Figure 1. Clock distribution (run 1).
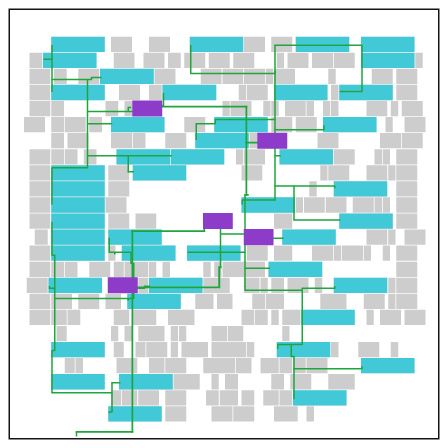
Figure 2. Metal layers overlaid (run 1).
The bar under the picture is 20 um long.
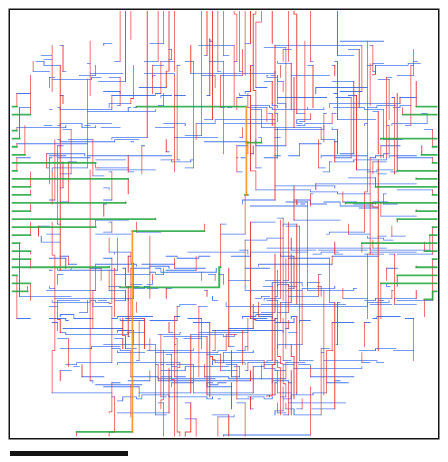
Figure 3. Ports around the boundary (run 1).
Pins as bars across the die edge, other pins in gray.
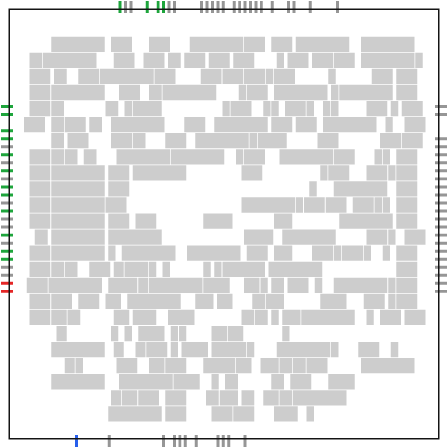
`src/rtl/pq_cmd_driver_if.sv`:
```
// ---------------------------------------------------------------------------
// pq_cmd_driver_if
// Bundles the three channels around pq_cmd_driver:
//   command channel  : i_cmd_valid / o_cmd_ready / i_cmd_op / i_cmd_data
//   response channel : o_rsp_valid / i_rsp_ready / o_rsp_data / o_rsp_status
//   queue port       : o_pq_wrt / o_pq_read / o_pq_data (to queue)
//                      i_pq_full / i_pq_empty / i_pq_data (from queue)
//   debug            : o_dbg_state (driver FSM state, for checkers)
// Names keep the driver's point of view (i_ = into the driver).
//
// Handshake rule for both valid/ready channels: a transfer happens on the
// rising clock edge where valid and ready are both high. Once valid is
// raised, the payload stays stable and valid stays high until that edge.
//
// Modports:
//   slave  - the driver itself
//   master - the environment (upstream logic plus the attached queue)
// ---------------------------------------------------------------------------
interface pq_cmd_driver_if #(
  parameter int DATA_WIDTH = 16
);
  logic                  i_cmd_valid;
  logic                  o_cmd_ready;
  logic [1:0]            i_cmd_op;
  logic [DATA_WIDTH-1:0] i_cmd_data;

  logic                  o_rsp_valid;
  logic                  i_rsp_ready;
  logic [DATA_WIDTH-1:0] o_rsp_data;
  logic [1:0]            o_rsp_status;

  logic                  o_pq_wrt;
  logic                  o_pq_read;
  logic [DATA_WIDTH-1:0] o_pq_data;
  logic                  i_pq_full;
  logic                  i_pq_empty;
  logic [DATA_WIDTH-1:0] i_pq_data;

  logic [1:0]            o_dbg_state;

  modport slave (
    input  i_cmd_valid, i_cmd_op, i_cmd_data,
    output o_cmd_ready,
    output o_rsp_valid, o_rsp_data, o_rsp_status,
    input  i_rsp_ready,
    output o_pq_wrt, o_pq_read, o_pq_data,
    input  i_pq_full, i_pq_empty, i_pq_data,
    output o_dbg_state
  );

  modport master (
    output i_cmd_valid, i_cmd_op, i_cmd_data,
    input  o_cmd_ready,
    input  o_rsp_valid, o_rsp_data, o_rsp_status,
    output i_rsp_ready,
    input  o_pq_wrt, o_pq_read, o_pq_data,
    output i_pq_full, i_pq_empty, i_pq_data,
    input  o_dbg_state
  );
endinterface

```
`src/rtl/pq_cmd_driver.sv`:
```
// ---------------------------------------------------------------------------
// pq_cmd_driver
// Initiator-side sequencer for the register-tree priority queue. Takes one
// ENQ / DEQ / REPLACE command at a time, pulses the queue for one cycle,
// waits out the queue's settle latency and returns one response (popped key
// plus status) per command.
//
// Ports:
//   i_CLK   - clock
//   i_RSTn  - asynchronous active-low reset
//   bus     - pq_cmd_driver_if.slave (command, response, queue, debug)
//
// Status codes: 0=OK, 1=SKIP_FULL, 2=SKIP_EMPTY, 3=ILLEGAL.
// Op codes:     0=ENQ, 1=DEQ, 2=REPLACE, 3=reserved.
// ---------------------------------------------------------------------------
module pq_cmd_driver #(
  parameter int DATA_WIDTH = 16,
  parameter int QUEUE_SIZE = 15,
  parameter int ENQ_WAIT   = $clog2(QUEUE_SIZE),
  parameter int DEQ_WAIT   = 2,
  parameter bit ENQ_ENA    = 1'b1
) (
  input  logic            i_CLK,
  input  logic            i_RSTn,
  pq_cmd_driver_if.slave  bus
);

  localparam logic [1:0] OP_ENQ  = 2'd0;
  localparam logic [1:0] OP_DEQ  = 2'd1;
  localparam logic [1:0] OP_REPL = 2'd2;
  localparam logic [1:0] OP_RSV  = 2'd3;

  localparam logic [1:0] ST_OK         = 2'd0;
  localparam logic [1:0] ST_SKIP_FULL  = 2'd1;
  localparam logic [1:0] ST_SKIP_EMPTY = 2'd2;
  localparam logic [1:0] ST_ILLEGAL    = 2'd3;

  localparam int MAX_WAIT = (ENQ_WAIT > DEQ_WAIT) ? ENQ_WAIT : DEQ_WAIT;
  localparam int CW       = (MAX_WAIT < 2) ? 1 : $clog2(MAX_WAIT + 1);

  typedef enum logic [1:0] {
    S_IDLE  = 2'd0,
    S_ISSUE = 2'd1,
    S_WAIT  = 2'd2,
    S_RESP  = 2'd3
  } state_t;

  state_t                state_q,      state_d;
  logic [1:0]            op_q,         op_d;
  logic                  empty_q,      empty_d;
  logic [CW-1:0]         cnt_q,        cnt_d;
  logic                  rsp_valid_q,  rsp_valid_d;
  logic [DATA_WIDTH-1:0] rsp_data_q,   rsp_data_d;
  logic [1:0]            rsp_status_q, rsp_status_d;
  logic                  pq_wrt_q,     pq_wrt_d;
  logic                  pq_read_q,    pq_read_d;
  logic [DATA_WIDTH-1:0] pq_data_q,    pq_data_d;

  logic cmd_ready;
  logic accept;

  assign cmd_ready = (state_q == S_IDLE);
  assign accept    = bus.i_cmd_valid && cmd_ready;

  always_comb begin
    state_d      = state_q;
    op_d         = op_q;
    empty_d      = empty_q;
    cnt_d        = cnt_q;
    rsp_valid_d  = rsp_valid_q;
    rsp_data_d   = rsp_data_q;
    rsp_status_d = rsp_status_q;
    pq_wrt_d     = 1'b0;
    pq_read_d    = 1'b0;
    pq_data_d    = '0;

    case (state_q)
      S_IDLE: begin
        if (accept) begin
          op_d       = bus.i_cmd_op;
          empty_d    = bus.i_pq_empty;
          rsp_data_d = '0;
          state_d    = S_ISSUE;
          // Rejected commands still pass through ISSUE (without a pulse)
          // so every response appears at least one cycle after accept.
          if ((bus.i_cmd_op == OP_ENQ && !ENQ_ENA) || bus.i_cmd_op == OP_RSV) begin
            rsp_status_d = ST_ILLEGAL;
          end else if (bus.i_cmd_op == OP_ENQ && bus.i_pq_full) begin
            rsp_status_d = ST_SKIP_FULL;
          end else if (bus.i_cmd_op == OP_DEQ && bus.i_pq_empty) begin
            rsp_status_d = ST_SKIP_EMPTY;
          end else begin
            rsp_status_d = ST_OK;
            pq_wrt_d     = (bus.i_cmd_op != OP_DEQ);
            pq_read_d    = (bus.i_cmd_op != OP_ENQ);
            pq_data_d    = (bus.i_cmd_op == OP_DEQ) ? '0 : bus.i_cmd_data;
          end
        end
      end

      S_ISSUE: begin
        if (rsp_status_q != ST_OK) begin
          rsp_valid_d = 1'b1;
          state_d     = S_RESP;
        end else begin
          // Queue output still shows the pre-operation top at this edge.
          // REPLACE on an empty queue is a pure insert: nothing popped.
          if ((op_q == OP_DEQ || op_q == OP_REPL) && !empty_q) begin
            rsp_data_d = bus.i_pq_data;
          end else begin
            rsp_data_d = '0;
          end
          if (((op_q == OP_ENQ) ? ENQ_WAIT : DEQ_WAIT) == 0) begin
            rsp_valid_d = 1'b1;
            state_d     = S_RESP;
          end else begin
            cnt_d   = (op_q == OP_ENQ) ? CW'(ENQ_WAIT) : CW'(DEQ_WAIT);
            state_d = S_WAIT;
          end
        end
      end

      S_WAIT: begin
        // Leaving on the cycle the count would hit zero makes the response
        // rise exactly WAIT edges after the ISSUE edge.
        if (cnt_q <= CW'(1)) begin
          cnt_d       = '0;
          rsp_valid_d = 1'b1;
          state_d     = S_RESP;
        end else begin
          cnt_d = cnt_q - CW'(1);
        end
      end

      S_RESP: begin
        if (bus.i_rsp_ready) begin
          rsp_valid_d = 1'b0;
          state_d     = S_IDLE;
        end
      end

      default: state_d = S_IDLE;
    endcase
  end

  always_ff @(posedge i_CLK or negedge i_RSTn) begin
    if (!i_RSTn) begin
      state_q      <= S_IDLE;
      op_q         <= 2'd0;
      empty_q      <= 1'b0;
      cnt_q        <= '0;
      rsp_valid_q  <= 1'b0;
      rsp_data_q   <= '0;
      rsp_status_q <= 2'd0;
      pq_wrt_q     <= 1'b0;
      pq_read_q    <= 1'b0;
      pq_data_q    <= '0;
    end else begin
      state_q      <= state_d;
      op_q         <= op_d;
      empty_q      <= empty_d;
      cnt_q        <= cnt_d;
      rsp_valid_q  <= rsp_valid_d;
      rsp_data_q   <= rsp_data_d;
      rsp_status_q <= rsp_status_d;
      pq_wrt_q     <= pq_wrt_d;
      pq_read_q    <= pq_read_d;
      pq_data_q    <= pq_data_d;
    end
  end

  // Ready is the only combinational output; gate it with reset so it is
  // low for the whole reset pulse.
  assign bus.o_cmd_ready  = cmd_ready && i_RSTn;
  assign bus.o_rsp_valid  = rsp_valid_q;
  assign bus.o_rsp_data   = rsp_data_q;
  assign bus.o_rsp_status = rsp_status_q;
  assign bus.o_pq_wrt     = pq_wrt_q;
  assign bus.o_pq_read    = pq_read_q;
  assign bus.o_pq_data    = pq_data_q;
  assign bus.o_dbg_state  = state_q;

endmodule

```
`src/flat_wrapper.sv`:
```
// flat-port wrapper written by rule: the top's interface ports become plain ports
module pq_cmd_driver_flat 
#(
  parameter int DATA_WIDTH = 16,
  parameter int QUEUE_SIZE = 15,
  parameter int ENQ_WAIT   = $clog2(QUEUE_SIZE),
  parameter int DEQ_WAIT   = 2,
  parameter bit ENQ_ENA    = 1'b1
)
  (i_CLK, i_RSTn, bus_i_cmd_valid, bus_i_cmd_op, bus_i_cmd_data, bus_o_cmd_ready, bus_o_rsp_valid, bus_o_rsp_data, bus_o_rsp_status, bus_i_rsp_ready, bus_o_pq_wrt, bus_o_pq_read, bus_o_pq_data, bus_i_pq_full, bus_i_pq_empty, bus_i_pq_data, bus_o_dbg_state);
  pq_cmd_driver_if #(.DATA_WIDTH(DATA_WIDTH)) bus_i ();
  input  logic i_CLK;
  input  logic i_RSTn;
  input wire logic [$bits(bus_i.i_cmd_valid)-1:0] bus_i_cmd_valid;
  input wire logic [$bits(bus_i.i_cmd_op)-1:0] bus_i_cmd_op;
  input wire logic [$bits(bus_i.i_cmd_data)-1:0] bus_i_cmd_data;
  output wire logic [$bits(bus_i.o_cmd_ready)-1:0] bus_o_cmd_ready;
  output wire logic [$bits(bus_i.o_rsp_valid)-1:0] bus_o_rsp_valid;
  output wire logic [$bits(bus_i.o_rsp_data)-1:0] bus_o_rsp_data;
  output wire logic [$bits(bus_i.o_rsp_status)-1:0] bus_o_rsp_status;
  input wire logic [$bits(bus_i.i_rsp_ready)-1:0] bus_i_rsp_ready;
  output wire logic [$bits(bus_i.o_pq_wrt)-1:0] bus_o_pq_wrt;
  output wire logic [$bits(bus_i.o_pq_read)-1:0] bus_o_pq_read;
  output wire logic [$bits(bus_i.o_pq_data)-1:0] bus_o_pq_data;
  input wire logic [$bits(bus_i.i_pq_full)-1:0] bus_i_pq_full;
  input wire logic [$bits(bus_i.i_pq_empty)-1:0] bus_i_pq_empty;
  input wire logic [$bits(bus_i.i_pq_data)-1:0] bus_i_pq_data;
  output wire logic [$bits(bus_i.o_dbg_state)-1:0] bus_o_dbg_state;
  assign bus_i.i_cmd_valid = bus_i_cmd_valid;
  assign bus_i.i_cmd_op = bus_i_cmd_op;
  assign bus_i.i_cmd_data = bus_i_cmd_data;
  assign bus_o_cmd_ready = bus_i.o_cmd_ready;
  assign bus_o_rsp_valid = bus_i.o_rsp_valid;
  assign bus_o_rsp_data = bus_i.o_rsp_data;
  assign bus_o_rsp_status = bus_i.o_rsp_status;
  assign bus_i.i_rsp_ready = bus_i_rsp_ready;
  assign bus_o_pq_wrt = bus_i.o_pq_wrt;
  assign bus_o_pq_read = bus_i.o_pq_read;
  assign bus_o_pq_data = bus_i.o_pq_data;
  assign bus_i.i_pq_full = bus_i_pq_full;
  assign bus_i.i_pq_empty = bus_i_pq_empty;
  assign bus_i.i_pq_data = bus_i_pq_data;
  assign bus_o_dbg_state = bus_i.o_dbg_state;
  pq_cmd_driver #(.DATA_WIDTH(DATA_WIDTH), .QUEUE_SIZE(QUEUE_SIZE), .ENQ_WAIT(ENQ_WAIT), .DEQ_WAIT(DEQ_WAIT), .ENQ_ENA(ENQ_ENA)) u_core (.i_CLK(i_CLK), .i_RSTn(i_RSTn), .bus(bus_i));
endmodule
```
`config.mk`:
```
export PLATFORM = sky130hd
export DESIGN_NAME = pq_cmd_driver_flat
export DESIGN_NICKNAME = d
export VERILOG_FILES = /design/src/rtl/pq_cmd_driver_if.sv /design/src/rtl/pq_cmd_driver.sv /design/src/flat_wrapper.sv
export SDC_FILE = /design/constraint.sdc
export NUM_CORES = 1
export LEC_CHECK = 0
export CAP_MARGIN = 20
export CORE_MARGIN = 2
export CORE_UTILIZATION = 43
export CTS_CLUSTER_DIAMETER = 150
export DETAILED_ROUTE_END_ITERATION = 10
export PLACE_DENSITY = 0.79
export REMOVE_ABC_BUFFERS = 1
export SYNTH_ARGS = -nofsm -noshare
export SYNTH_HDL_FRONTEND = slang
export SYNTH_SLANG_ARGS = --single-unit
```
`constraint.sdc`:
```
create_clock -name i_CLK -period 1.95 [get_ports i_CLK]
set_input_delay 0.195 -clock i_CLK [delete_from_list [all_inputs] [get_ports i_CLK]]
set_output_delay 0.195 -clock i_CLK [all_outputs]
set_load 0.02 [all_outputs]
```
==> results.sh, run 1 <==
# physical design summary
export IMPL_status="complete, but fails checks"
export IMPL_violations="hold timing"
export IMPL_r2r_cells=5
export IMPL_maxCapViolCount=0
export IMPL_endpoint="u_core.cnt_q[0]$_DFFE_PN0P_"
export IMPL_worstSetupEndpointType="register"
export IMPL_r2r_end="u_core.cnt_q[0]$_DFFE_PN0P_"
export IMPL_logic_family="simple AND/OR/NAND/NOR gates"
export IMPL_total_power_mw=3.80
export IMPL_synthToLayoutAreaGrowth_pct=46.6
export IMPL_ys_types=34
export IMPL_io_buffers=79
export IMPL_fin_tns_setup_ns=0
export IMPL_crit_buf_inv=1
export IMPL_logic_area_um2=753
export IMPL_globalRouteTotalUtil=0.175
export IMPL_top_cell_area_share=0.559
export IMPL_finalHoldViolations=16
export IMPL_tightest_slew_ns=0.559
export IMPL_std_cell_rows=24
export IMPL_clkSinkCount=45
export IMPL_synth_stat_cells=179
export IMPL_p_per_area_nw_per_um2=1290
export IMPL_clk_pin_slew_worst_paths_ns=0.09
export IMPL_hold_ws_ns=-0.00537
export IMPL_drc=0
export IMPL_cp_top_family="simple AND/OR/NAND/NOR gates"
export IMPL_grt_max_degree=46
export IMPL_htreeDepth=2
export IMPL_pwr_share_comb=0.504
export IMPL_cp_cell_sequence="inv_1 > ha_1 > nor3b_1 > nor2_1 > a22o_1"
export IMPL_grt_pass1_vias=1502
export IMPL_avgSynthCellArea_um2=11.3
export IMPL_seqPwrFrac=0.351
export IMPL_power_internal_mw=2.37
export IMPL_ys_sh_adder=0.0435
export IMPL_synth_top_cells_by_area="dfrtp_1, mux2i_1, and2_1"
export IMPL_fin_cells=317
export IMPL_postRouteAntennaNets=0
export IMPL_wl_per_cell_um=13.4
export IMPL_ys_seq_frac=0.559
export IMPL_syn_inst=179
export IMPL_simple_gate_area_frac=0.161
export IMPL_rsz0062_at_grt="no"
export IMPL_fp_utilization=0.453
export IMPL_drtIter0Drc=85
export IMPL_clkLatencyLatePin_ns=0.29
export IMPL_synth_warnings=0
export IMPL_use_met2=0.279
export IMPL_nFillCells=366
export IMPL_drt_first_pass_iters=4
export IMPL_pre_cts_slack_ns=0.215
export IMPL_cts_tree="done"
export IMPL_use_met3=0.0597
export IMPL_p_switching_mw=1.43
export IMPL_final_util=0.664
export IMPL_crit_path_start_kind="register"
export IMPL_finClkSkew_ns=0.0106
export IMPL_top_level_ports=80
export IMPL_dpl_cell_area_um2=2870
export IMPL_max_clock_freq_ghz=0.566
export IMPL_swShare=0.376
export IMPL_num_vias=1506
export IMPL_cts_root_buffer="clkbuf_8"
About Figure 1:
Key: cyan = flip-flops [count 45]; green = clock wires [length 510 um]; purple = cells driving clock nets [count 5]
Position of the flops: all over the die.

About Figure 2:
Key: green = met3 [wire length 314 um]; red = met2 [wire length 2030 um]; blue = met1 [wire length 1860 um]; orange = met4 [wire length 49.0 um]

About Figure 3:
Key: blue = `i_CLK` [pins 1, direction input, edge bottom]; green = `bus_i_cmd_data` [pins 16, direction input, edge 12 left, 4 top]; red = `bus_i_cmd_op` [pins 2, direction input, edge left]
All pins by edge: 24 top, 23 left, 22 right, 11 bottom.

run 1: logic make-up after synthesis:
group	count (synthesis)
adder cells (fa/ha/maj)	7
AND-OR/OR-AND	19
AND/OR/NAND/NOR	58
multiplexers	19
flip-flops	45
buffers and inverters	31
run 1: synthesized netlist by cell type:
| cell | instances |
|---|---|
| a311oi_1 | 1 |
| nor3_2 | 1 |
| nor2b_1 | 5 |
| o21ai_0 | 4 |
| o21ba_2 | 1 |
| and3b_1 | 1 |
| nand2_1 | 20 |
| nor3b_1 | 3 |
| a32oi_1 | 1 |
| nand3b_1 | 1 |
| and2_1 | 17 |
| a311oi_2 | 1 |
| buf_2 | 2 |
| or3_1 | 1 |
| o22ai_1 | 2 |
| o221a_1 | 1 |
| mux2i_1 | 17 |
| nor2_1 | 4 |
| nor3_4 | 1 |
| buf_12 | 1 |
| or4_1 | 1 |
| o2bb2ai_1 | 1 |
| a22o_1 | 1 |
| and3_1 | 1 |
| dfrtp_1 | 45 |
| ha_1 | 7 |
| o211a_1 | 1 |
| a2bb2oi_1 | 1 |
| o21a_1 | 2 |
| a21oi_1 | 2 |
| inv_1 | 26 |
| mux2_2 | 2 |
| nand2b_1 | 2 |
| clkbuf_1 | 2 |
run 1: state kept, by name, summed over array words and instances, names as in the netlist:
signal,count
u_core.bus.o_pq_data,16
u_core.empty_q,1
u_core.bus.o_pq_read,1
u_core.bus.o_rsp_valid,1
u_core.bus.o_pq_wrt,1
u_core.bus.o_dbg_state,2
u_core.op_q,2
u_core.bus.o_rsp_status,2
u_core.cnt_q,3
u_core.bus.o_rsp_data,16
run 1: layer usage:
| metal | vias to the layer above | routed length [um] |
|---|---|---|
| li1 | 747 | - |
| met1 | 702 | 1860 |
| met2 | 52 | 2030 |
| met3 | 5 | 314 |
| met4 | 0 | 48 |
| met5 | - | 0 |
run 1: placed cells by master (no fill, tap or decap), types with 3 or more instances in the layout:
| master | count |
|---|---|
| mux2i_1 | 17 |
| nor2b_1 | 5 |
| buf_4 | 3 |
| clkbuf_8 | 5 |
| inv_1 | 26 |
| o21ai_0 | 4 |
| ha_1 | 7 |
| dfrtp_1 | 45 |
| nor2_1 | 4 |
| and2_1 | 17 |
| nor3b_1 | 3 |
| clkdlybuf4s50_1 | 77 |
| nand2_1 | 20 |
run 1: area by class of cell:
class / count / share of cell area
Clock inverter: 1 / 0.00254
Tap cell: 52 / 0.0220
Inverter: 26 / 0.0331
Clock buffer: 7 / 0.0258
Timing Repair Buffer: 83 / 0.280
Multi-Input combinational cell: 103 / 0.255
Sequential cell: 45 / 0.381
run 1: repair_timing:
| action | in CTS | in global routing |
|---|---|---|
| setup buffers | 0 | 0 |
| hold buffers | 0 | 0 |
| endpoints found under the hold margin | 0 | 0 |
| gates resized | 1 | 0 |
| setup endpoints to repair | 1 | 0 |
run 1: power groups by stage:
stage	Clock, mW	Sequential, mW	Combinational, mW
CTS	0.571	1.34	1.93
global route	0.614	1.37	2.08
global placement	0	1.34	1.89
floorplan	0	1.54	0.950
finish	0.551	1.33	1.91
detailed placement	0	1.36	1.93
==> run 2, diff against run 1 <==
ABC_CLOCK_PERIOD_IN_PS = 1950   (was unset)
Figure 4. Cell outlines without signal wires (run 2).
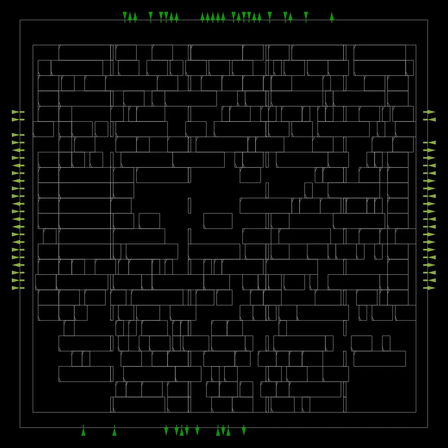
core utilization of the finished layout: 0.664
CORE AREA: 4440 um^2

==> results.sh, run 2 <==
# physical design summary
export IMPL_worstReg2RegStart="u_core.bus.o_dbg_state[1]$_DFFE_PN0P_"
export IMPL_cts_root_buffer="clkbuf_8"
export IMPL_grt_max_degree=46
export IMPL_violations="hold timing"
export IMPL_top_cell="dfrtp_1"
export IMPL_avgSynthCellArea_um2=11.3
export IMPL_cp_startpoint="u_core.bus.o_dbg_state[1]$_DFFE_PN0P_"
export IMPL_synthToLayoutAreaGrowth_pct=46.6
export IMPL_edf_count=0
export IMPL_ys_chip_area_um2=2010
export IMPL_grt_pass1_vias=1502
export IMPL_synth_warnings=0
export IMPL_p_per_area_nw_per_um2=1290
export IMPL_top_level_ports=80
export IMPL_fp_utilization=0.453
export IMPL_r2r_cells=5
export IMPL_endpoint="u_core.cnt_q[0]$_DFFE_PN0P_"
export IMPL_drtIter0Drc=85
export IMPL_async_flop_share=1.00
export IMPL_clkLatencyLatePin_ns=0.29
export IMPL_path_class="register to register"
export IMPL_max_clock_freq_ghz=0.566
export IMPL_worstSetupEndpointType="register"
export IMPL_ys_ff=45
export IMPL_rsz0062_at_grt="no"
export IMPL_num_vias=1506
export IMPL_drc=0
export IMPL_grt_pass1_wl_um=7040
export IMPL_crit_path_start_kind="register"
export IMPL_clockBufferDepth=2
export IMPL_grt_antenna_before_repair=0
export IMPL_cp_cell_sequence="inv_1 > ha_1 > nor3b_1 > nor2_1 > a22o_1"
export IMPL_io_buffers=79
export IMPL_p_leak_nw=1.33
export IMPL_synth_stat_cells=179
export IMPL_status="complete, but fails checks"
export IMPL_warnings=29
export IMPL_synth_top_cells_by_area="dfrtp_1, mux2i_1, and2_1"
export IMPL_maxCapViolCount=0
export IMPL_tightest_slew_ns=0.559
export IMPL_clk_pin_slew_worst_paths_ns=0.09
export IMPL_nFillCells=366
export IMPL_layout_top_cells="clkdlybuf4s50_1, dfrtp_1, inv_1, nand2_1"
export IMPL_syn_inst=179
export IMPL_globalRouteTotalUtil=0.175
export IMPL_ys_top_cells_by_count="dfrtp_1, inv_1, nand2_1, and2_1, mux2i_1"
export IMPL_r2r_end="u_core.cnt_q[0]$_DFFE_PN0P_"
export IMPL_peakVddDrop_uv=656
export IMPL_std_cell_rows=24
export IMPL_ff_type="dfrtp_1"
export IMPL_hold_ws_ns=-0.00537
export IMPL_ys_types=34
export IMPL_rrSetupSlack_ns=0.18
export IMPL_lay_top_count="clkdlybuf4s50_1"
export IMPL_wl_per_cell_um=13.4
export IMPL_cp_arrival_ns=1.95
export IMPL_htreeDepth=2
export IMPL_fin_cells=317
export IMPL_cts_tree="done"
export IMPL_finClkSkew_ns=0.0106
export IMPL_clkSinkCount=45
export IMPL_postRouteAntennaNets=0
export IMPL_finalHoldViolations=16
export IMPL_top_cell_area_share=0.559
export IMPL_die_h_um=72.4
export IMPL_netlist_area_um2=2010
export IMPL_drv_slew=0
export IMPL_drt_first_pass_iters=4
export IMPL_ys_seq_frac=0.559
## run 2: cell counts in the layout (fill, tap and decap cells not counted)
Identical to the previous run, type by type.
## run 2: worst min-delay path by stage
stage	start	end	slack, ns	cells after the start
finish	i_RSTn	u_core.bus.o_rsp_data[6]$_DFFE_PN0P_	-0.005	2
global route	i_RSTn	u_core.bus.o_dbg_state[1]$_DFFE_PN0P_	0.04	2
CTS	i_RSTn	u_core.bus.o_rsp_data[6]$_DFFE_PN0P_	0.01	2
detailed placement	i_RSTn	u_core.bus.o_dbg_state[1]$_DFFE_PN0P_	0.33	2
global placement	i_RSTn	u_core.bus.o_dbg_state[0]$_DFFE_PN0P_	0.34	2
floorplan	i_RSTn	u_core.bus.o_dbg_state[0]$_DFFE_PN0P_	-0.10	0
## run 2: area by class of cell
cell class / instances / area [um^2] / area share
clock buffers: 7 / 76.3 / 0.0258
multi-input cells: 103 / 753 / 0.255
clock inverters: 1 / 7.51 / 0.00254
flip-flops and latches: 45 / 1130 / 0.381
inverters: 26 / 97.6 / 0.0331
well taps: 52 / 65.1 / 0.0220
repair buffers: 83 / 827 / 0.280
## run 2: repair_timing
action                                  CTS  global route
setup buffers                             0             0
resized                                   1             0
endpoints found under the hold margin     0             0
hold buffers                              0             0
endpoints found under the setup margin    1             0
## run 2: per-stage QoR
step / cell area, um^2 / utilization / worst slack, ns / power [mW] / setup TNS [ns]
floorplan: 1980 / - / -0.00569 / 2.49 / -0.0910
global placement: 2870 / 0.646 / 0.303 / 3.23 / 0
detailed placement: 2870 / 0.646 / 0.215 / 3.28 / 0
CTS: 2950 / 0.664 / 0.187 / 3.84 / 0
global route: 2950 / 0.664 / 0.0467 / 4.06 / 0
finish: 2950 / 0.664 / 0.182 / 3.80 / 0
## run 2: cells by family (layout without fill, tap and decap cells)
kind of cell | after synthesis | after routing | synth area share
adder cells (fa/ha/maj) | 7 | 7 | 0.0435
AND/OR/NAND/NOR | 58 | 58 | 0.161
flip-flops | 45 | 45 | 0.559
AND-OR/OR-AND | 19 | 19 | 0.0733
multiplexers | 19 | 19 | 0.0956
buffers and inverters | 31 | 117 | 0.0671
## run 2: critical path: cells and delay by family, from the launching register on
family	cells	cell delay [ns]
flip-flops	1	0.42
adder cells (fa/ha/maj)	1	0.23
AND/OR/NAND/NOR	2	0.66
AND-OR/OR-AND	1	0.25
buffers and inverters	1	0.11
## run 2: metal layers
metal,global-route usage,vias up,share of wire
li1,-,747,-
met1,0.221,702,0.44
met2,0.279,52,0.48
met3,0.0597,5,0.074
met4,0.0638,0,0.011
met5,0,-,0
## run 2: where the power goes
part	internal, mW	switching [mW]	total [mW]
clock network	0.254	0.298	0.551
registers	1.17	0.163	1.33
logic	0.946	0.967	1.91
==> run 3, diff against run 2 <==
CORE_MARGIN = unset   (was 2)
Figure 5. Cell outlines without signal wires (run 3).
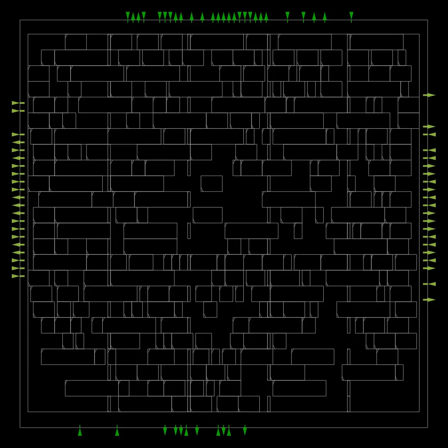
fraction of area in registers: 0.378
CORE AREA: 4410 um^2
well tap count: 52
core utilization of the finished layout: 0.675
Fill cells: 365

==> results.sh, run 3 <==
# physical design summary
export IMPL_peakVddDrop_uv=694
export IMPL_worstReg2RegStart="u_core.bus.o_dbg_state[1]$_DFFE_PN0P_"
export IMPL_warnings=29
export IMPL_clk_pin_slew_worst_paths_ns=0.08
export IMPL_drc=0
export IMPL_clockBufferDepth=2
export IMPL_num_vias=1527
export IMPL_grt_max_degree=46
export IMPL_syn_inst=179
export IMPL_ys_types=34
export IMPL_antenna_cells=0
export IMPL_logic_area_um2=753
export IMPL_grt_pass1_wl_um=7150
export IMPL_ys_seq_frac=0.559
export IMPL_globalRouteTotalUtil=0.187
export IMPL_netlist_area_um2=2010
export IMPL_layout_top_cells="clkdlybuf4s50_1, dfrtp_1, inv_1, nand2_1"
export IMPL_ys_ff=45
export IMPL_path_class="register to register"
export IMPL_grt_pass1_vias=1563
export IMPL_ys_sh_aoi=0.0733
export IMPL_worstSetupEndpointType="register"
export IMPL_mux_area_frac=0.0957
export IMPL_fp_utilization=0.456
export IMPL_tightest_slew_ns=0.558
export IMPL_logic_family="simple AND/OR/NAND/NOR gates"
export IMPL_design_area_um2=2980
export IMPL_violations="hold timing"
export IMPL_seqCellArea_um2=1130
export IMPL_ys_chip_area_um2=2010
export IMPL_hold_ws_ns=-0.0237
export IMPL_fin_cells=317
export IMPL_max_clock_freq_ghz=0.575
export IMPL_r2r_end="u_core.cnt_q[0]$_DFFE_PN0P_"
export IMPL_p_per_area_nw_per_um2=1320
export IMPL_cp_cell_sequence="inv_1 > ha_1 > nor3b_1 > nor2_1 > a22o_1"
export IMPL_p_leak_nw=1.35
export IMPL_async_flop_share=1.00
export IMPL_pre_cts_slack_ns=0.226
export IMPL_dpl_cell_area_um2=2870
export IMPL_synthToLayoutAreaGrowth_pct=48.0
export IMPL_crit_path_start_kind="register"
export IMPL_cts_root_buffer="clkbuf_8"
export IMPL_drtIter0Drc=43
export IMPL_rsz0062_at_grt="no"
export IMPL_wl_per_cell_um=13.2
export IMPL_io_buffers=79
export IMPL_drv_slew=0
export IMPL_ys_top_cells_by_count="dfrtp_1, inv_1, nand2_1, and2_1, mux2i_1"
export IMPL_grt_antenna_before_repair=0
export IMPL_status="complete, but fails checks"
export IMPL_routed_wl_um=4190
export IMPL_synth_stat_cells=179
export IMPL_cts_tree="done"
export IMPL_setup_ws_ns=0.210
export IMPL_simple_gate_area_frac=0.161
export IMPL_r2r_cells=5
export IMPL_top_cell_area_share=0.559
export IMPL_avgSynthCellArea_um2=11.3
export IMPL_finalHoldViolations=31
export IMPL_std_cell_rows=24
export IMPL_edf_count=0
export IMPL_synth_top_cells_by_area="dfrtp_1, mux2i_1, and2_1"
export IMPL_drive_gt1_frac=0.0679
export IMPL_total_power_mw=3.92
export IMPL_cp_arrival_ns=1.93
export IMPL_die_h_um=70.4
export IMPL_top_cell="dfrtp_1"
export IMPL_cts_hold_buffers_added=0
export IMPL_rrSetupSlack_ns=0.21
export IMPL_lay_top_count="clkdlybuf4s50_1"
export IMPL_ys_sh_adder=0.0435
export IMPL_htreeDepth=2
export IMPL_top_level_ports=80
## run 3: report_power, final
part / switching, mW / total, mW / leakage, nW / internal (mW)
combinational: 0.953 / 1.90 / 0.686 / 0.946
sequential: 0.157 / 1.33 / 0.603 / 1.17
clock: 0.312 / 0.696 / 0.0554 / 0.385
total: 1.42 / 3.92 / 1.35 / 2.50
## run 3: what timing repair did
action                                  4_1_cts  5_1_grt
endpoints found under the setup margin        1        0
setup buffers                                 0        0
resized                                       1        0
## run 3: worst max path at each step
| stage | slack (ns) | end | start | cells past startpoint |
|---|---|---|---|---|
| 2_1_floorplan | -0.006 | u_core.bus.o_rsp_data[0]$_DFFE_PN0P_ | u_core.bus.o_dbg_state[0]$_DFFE_PN0P_ | 5 |
| 3_3_place_gp | 0.30 | u_core.cnt_q[0]$_DFFE_PN0P_ | u_core.bus.o_dbg_state[1]$_DFFE_PN0P_ | 5 |
| 3_5_place_dp | 0.23 | u_core.cnt_q[0]$_DFFE_PN0P_ | u_core.bus.o_dbg_state[1]$_DFFE_PN0P_ | 5 |
| 4_1_cts | 0.20 | u_core.cnt_q[0]$_DFFE_PN0P_ | u_core.bus.o_dbg_state[1]$_DFFE_PN0P_ | 5 |
| 5_1_grt | 0.08 | u_core.cnt_q[0]$_DFFE_PN0P_ | u_core.bus.o_dbg_state[1]$_DFFE_PN0P_ | 5 |
| 6_report | 0.21 | u_core.cnt_q[0]$_DFFE_PN0P_ | u_core.bus.o_dbg_state[1]$_DFFE_PN0P_ | 5 |
## run 3: layout make-up
cell class	instances	share of cell area
clock buffer	6	0.0243
clock inverter	2	0.0130
inverter	26	0.0327
multi-input combinational	103	0.253
sequential	45	0.378
tap	52	0.0218
timing repair buffer	83	0.277
## run 3: layer usage
layer,track usage,wire (um),up-vias
met1,0.211,1690,713
li1,-,-,750
met4,0.0933,102,0
met5,0,0,-
met2,0.315,2080,53
met3,0.0592,312,11
## run 3: cells by family after synthesis
kind of cell,count (synthesis)
AOI/OAI and AO/OA,19
muxes,19
and+or+nand+nor,58
buffers and inverters,31
DFF,45
adders and majority gates,7
## run 3: worst max-delay path: cells and delay by family (launching register included)
kind,cells,cell delay [ns]
AOI/OAI and AO/OA,1,0.25
buffers and inverters,1,0.10
and+or+nand+nor,2,0.63
DFF,1,0.41
adders and majority gates,1,0.23
## run 3: metrics by stage
step	setup TNS (ns)	util
after CTS	0	0.675
after detailed placement	0	0.650
after floorplan	-0.0910	-
after global placement	0	0.650
final	0	0.675
after global routing	0	0.675
Power figures rest on the tool's default switching activity, not on a simulated workload.
